Figure 1. Signal wires on met3 (run 1).
(8 px per um) Cells faint in the background.
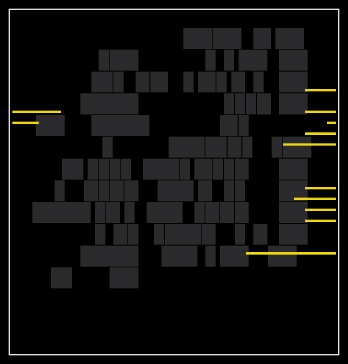
Figure 2. Clock wiring as the flow saved it (run 1).
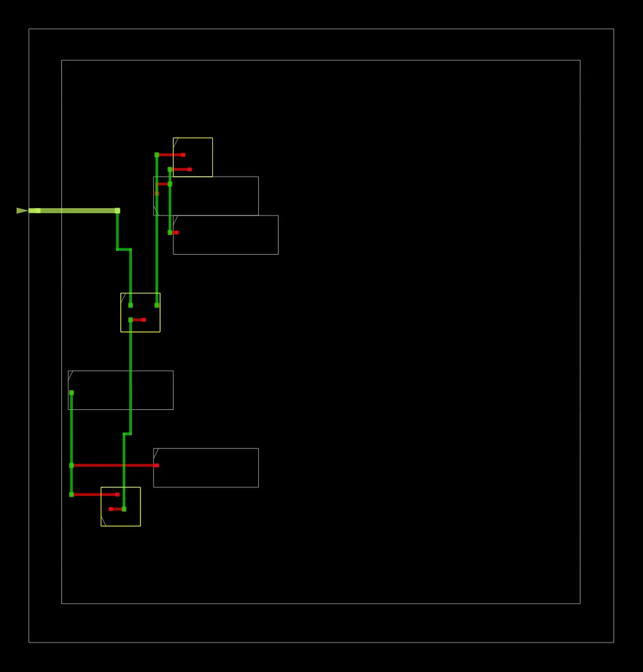
Figure 3. Clock wires, drivers and flops (run 1).
(12 px per um)
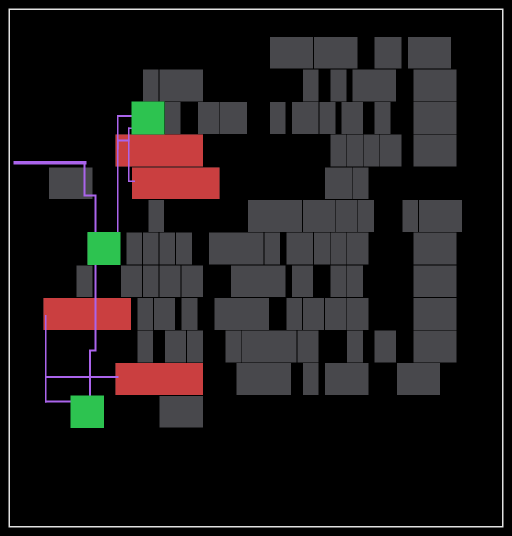
Figure 4. Nets reached from selected ports (run 1).
(12 px per um)
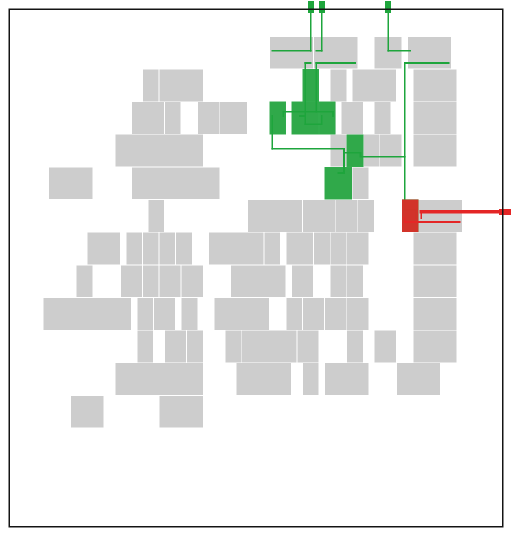
==> config.mk <==
export PLATFORM = sky130hd
export DESIGN_NAME = cpu_sequencer_flat
export DESIGN_NICKNAME = d
export VERILOG_FILES = /design/src/rtl/cpu_sequencer_pkg.sv /design/src/rtl/cpu_sequencer_if.sv /design/src/rtl/cpu_sequencer_phase_counter.sv /design/src/rtl/cpu_sequencer.sv /design/src/flat_wrapper.sv
export SDC_FILE = /design/constraint.sdc
export NUM_CORES = 1
export LEC_CHECK = 0
export ABC_AREA = 1
export CAP_MARGIN = 15
export CORE_AREA = 2 2 39 41
export CTS_CLUSTER_SIZE = 12
export DETAILED_ROUTE_END_ITERATION = 7
export DIE_AREA = 0 0 41 43
export MAX_ROUTING_LAYER = met4
export PLACE_DENSITY = 0.7
export SYNTH_ARGS = -nofsm -noshare
export SYNTH_HDL_FRONTEND = slang
export SYNTH_SLANG_ARGS = --single-unit
==> constraint.sdc <==
create_clock -name clk -period 3.25 [get_ports clk]
set_clock_uncertainty 0.15 [all_clocks]
set_input_delay 0.65 -clock clk [delete_from_list [all_inputs] [get_ports clk]]
set_output_delay 0.65 -clock clk [all_outputs]
set_load 0.03 [all_outputs]
==> impl_metrics.env, run 1 <==
# flow metrics
export IMPL_finalPower_uw=220.5
export IMPL_grt_max_degree=10
export IMPL_finalNonFillerCells=101
export IMPL_final_clk_cell_share_pct=3.689
export IMPL_fp_dieW_um=41
export IMPL_core_sq_um=1384
export IMPL_grt_pass1_vias=374
export IMPL_cts_setup_buffers=0
export IMPL_comb_share_pct=44.67
export IMPL_min_period_ps=3054
export IMPL_seq_power_share_pct=28.2
export IMPL_initCoreUtil_pct=29.57
export IMPL_fin_crit_sh_pct=93.96
export IMPL_num_fill_cells=162
export IMPL_rsz0062_at_grt="no"
export IMPL_ys_sh_adder_pct=18.35
export IMPL_hold_path_class="register to register"
export IMPL_ys_seq_elements=4
export IMPL_p_leak_uw=0.0002881
export IMPL_path_delay_family="buffers and inverters"
export IMPL_yosysCellCount=66
export IMPL_layout_cells_most_common="clkdlybuf4s50_1"
export IMPL_clkSlewWorstSetupHoldPaths_ps=40
export IMPL_track_usage_pct=11.93
export IMPL_largestClassByArea="logic gates"
export IMPL_seq_share_pct=13.11
export IMPL_cts_tree="yes"
export IMPL_synthAoiAreaFrac_pct=11.62
export IMPL_h_tree_depth=1
export IMPL_avgRoutedWirePerCell_um=8.723
export IMPL_nNonClkInverters=12
export IMPL_cp_start_kind="input port"
export IMPL_cts_hold_buf=0
export IMPL_path_class="input port to primary output"
export IMPL_r2r_cells=8
export IMPL_power_leader="combinational cells"
export IMPL_status="finished, final reports clean"
export IMPL_internal_power_uw=137.7
export IMPL_combPwrFrac_pct=44.9
export IMPL_first_iter_violations=4
export IMPL_dp_cells=98
export IMPL_ys_sh_mux_pct=0
export IMPL_synth_area_leader_cell="dfxtp_1"
export IMPL_antenna_found_initial=0
export IMPL_dr_pass1_iters=4
export IMPL_setup_tns_ps=0
export IMPL_cp_num_cells=7
export IMPL_setup_viol=0
export IMPL_n_clock_buffer=3
export IMPL_ys_warn_count=0
export IMPL_swShare_pct=37.56
export IMPL_rows=14
export IMPL_wl_met1_um=415
export IMPL_relSlewSlack_pct=78.95
export IMPL_gp_congestion=0.6763
export IMPL_peakVddDrop_uv=213.3
export IMPL_nonClkBufAreaFrac_pct=27.87
Back to the opening pictures, Figure 1:
The wires run mostly horizontal. 12 nets have wire on it. The longest straight run is 10.9 um. The layer holds 6.0% of the routed length.
final wirelength: 881 um
met3 Use GR: 3.141%
total number of vias: 464

Back to the opening pictures, Figure 2:
Clk. pwr: 59.4 uW
Sink Count: 4
clock buffer count from CTS: 3
worst-skew pair later-pin latency: 230 ps

Back to the opening pictures, Figure 3:
Purple stands for clock wires, length 65.4 um. Green stands for clock drivers, count 3. Red stands for flip-flops, count 4.
There are 4 routed clock nets.
clock power share: 26.9%

Back to the opening pictures, Figure 4:
Red stands for bus_zero, bits 1, direction input, end cells 1, buffers 1, wire 11.8 um. Green stands for bus_opcode, bits 3, direction input, end cells 7, buffers 3, wire 69.3 um.
Ports: 18
input/output buffers: 17

## run 1: stage by stage
stage                     area [sq um]  hold slack [ps]  utilization (%)
after floorplan                  409.1            411.4                -
after global placement           588.1            430.0            42.50
after detailed placement         588.1            428.3            42.50
after CTS                        610.6            433.6            44.12
after global routing             610.6            501.6            44.12
final                            610.6            429.6            44.12
## run 1: cells in the mapped netlist
cell type	instances
inv_1	12
nand2_2	2
o211ai_1	1
o21ai_0	2
nand3_1	5
a21oi_1	6
nor4_1	1
nor2_2	1
nand2_1	10
nor2_1	11
dfxtp_1	4
nor3_1	3
nand4_1	1
ha_1	6
buf_6	1
## run 1: metal layers
metal / up-vias / global-route usage, %
met2: 12 / 17.50
met3: 0 / 3.141
met1: 201 / 13.50
met4: 0 / 8.000
met5: - / -
li1: 251 / -
==> run 2, diff against run 1 <==
--- a/config.mk
+++ b/config.mk
@@ -12,7 +12,8 @@
 export DETAILED_ROUTE_END_ITERATION = 7
 export DIE_AREA = 0 0 41 43
 export MAX_ROUTING_LAYER = met4
-export PLACE_DENSITY = 0.7
+export PLACE_DENSITY = 0.62
 export SYNTH_ARGS = -nofsm -noshare
 export SYNTH_HDL_FRONTEND = slang
+export SYNTH_HIERARCHICAL = 1
 export SYNTH_SLANG_ARGS = --single-unit
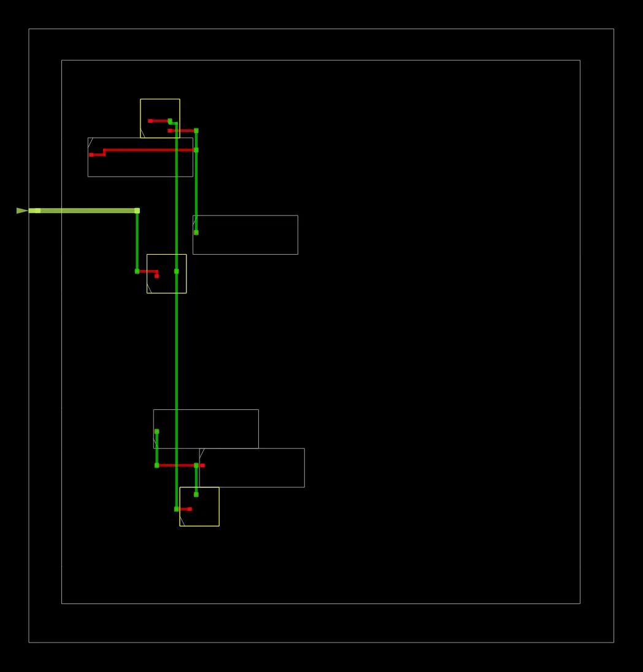
Figure 5: run 2, clock wiring as the flow saved it.
Clock buffer cells: 3
num sequential: 4

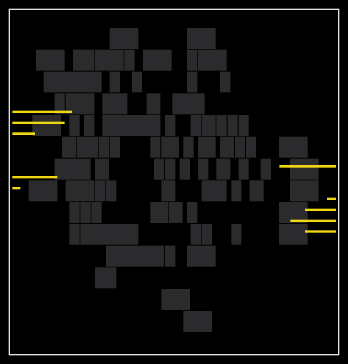
Figure 6: run 2, signal wires on met3.
(8 px per um) Cells faint in the background.
The layer holds 5.2% of the routed length. The longest straight run is 7.10 um. The wires run mostly horizontal. The layer carries 42.0 um of wire. 10 nets have wire on it.
met3 Use GR: 1.571%
final wirelength: 801 um
total number of vias: 406

==> impl_metrics.env, run 2 <==
# flow metrics
export IMPL_fp_dieW_um=41
export IMPL_relSlewSlack_pct=75.82
export IMPL_top_cell="nand2_1"
export IMPL_ys_warn_count=6
export IMPL_p_leak_uw=0.0002428
export IMPL_r2r_cells=7
export IMPL_finalNonFillerCells=95
export IMPL_rows=14
export IMPL_comb_share_pct=39.32
export IMPL_ys_sh_adder_pct=3.704
export IMPL_cts_inserted_buffers=3
export IMPL_cp_start_kind="input port"
export IMPL_place_area_sq_um=528.0
export IMPL_top_cells_by_count="nand2_1, nor2_1, inv_1, inv_2"
export IMPL_path_delay_family="buffers and inverters"
export IMPL_yosysCellCount=59
export IMPL_min_period_ps=3080
export IMPL_num_fill_cells=166
export IMPL_largestClassByArea="logic gates"
export IMPL_cp_num_cells=8
export IMPL_final_clk_cell_share_pct=4.091
export IMPL_cts_tree="yes"
export IMPL_clkSinkCount=4
export IMPL_hold_path_class="register to register"
export IMPL_grt_pass1_vias=368
export IMPL_status="finished, final reports clean"
export IMPL_gp_congestion=0.7195
export IMPL_setup_viol=0
export IMPL_avgRoutedWirePerCell_um=8.432
export IMPL_clkLatencyLatePin_ps=230
export IMPL_track_usage_pct=11.41
export IMPL_hold_slack_ps=398.7
export IMPL_grt_max_degree=11
export IMPL_synth_area_leader_cell="dfxtp_1"
export IMPL_antenna_found_initial=0
export IMPL_edf_count=0
export IMPL_cts_hold_buf=0
export IMPL_h_tree_depth=1
export IMPL_numPortBuffers=17
export IMPL_num_io_pins=18
export IMPL_async_reset_ff_share_pct=0
export IMPL_clkSlewWorstSetupHoldPaths_ps=40
export IMPL_grt_util_met2_pct=16.25
export IMPL_cts_setup_buffers=0
export IMPL_ys_sh_mux_pct=0
export IMPL_nonClkBufAreaFrac_pct=30.91
export IMPL_grtUsageMet1_pct=13.14
export IMPL_fin_crit_sh_pct=94.76
export IMPL_nNonClkInverters=11
export IMPL_setup_tns_ps=0
export IMPL_layout_cells_most_common="clkdlybuf4s50_1"
export IMPL_ys_seq_elements=4
export IMPL_top_usage_layer="met2"
run 2: worst reg2reg max path: cells and delay by family (launching register included):
family,cells,cell delay (ps)
simple gates,4,370
flops,1,530
compound gates,1,130
buf+inv,2,160
run 2: report_power, final:
group | internal (uW) | total (uW) | leakage [uW] | switching, uW
Sequential | 53.2 | 61.4 | 0.0000329 | 8.21
Combinational | 30.3 | 70.5 | 0.000196 | 40.2
Clock | 41.2 | 59.9 | 0.0000138 | 18.7
Total | 125 | 192 | 0.000243 | 67.1
run 2: logic make-up after synthesis:
group / after synthesis
AOI/OAI and AO/OA: 3
xor gates and xnor gates: 1
adders and majority gates: 1
buffers and inverters: 11
DFF: 4
and+or+nand+nor: 39
No activity file was given, so power comes from the tool's default toggle rates.
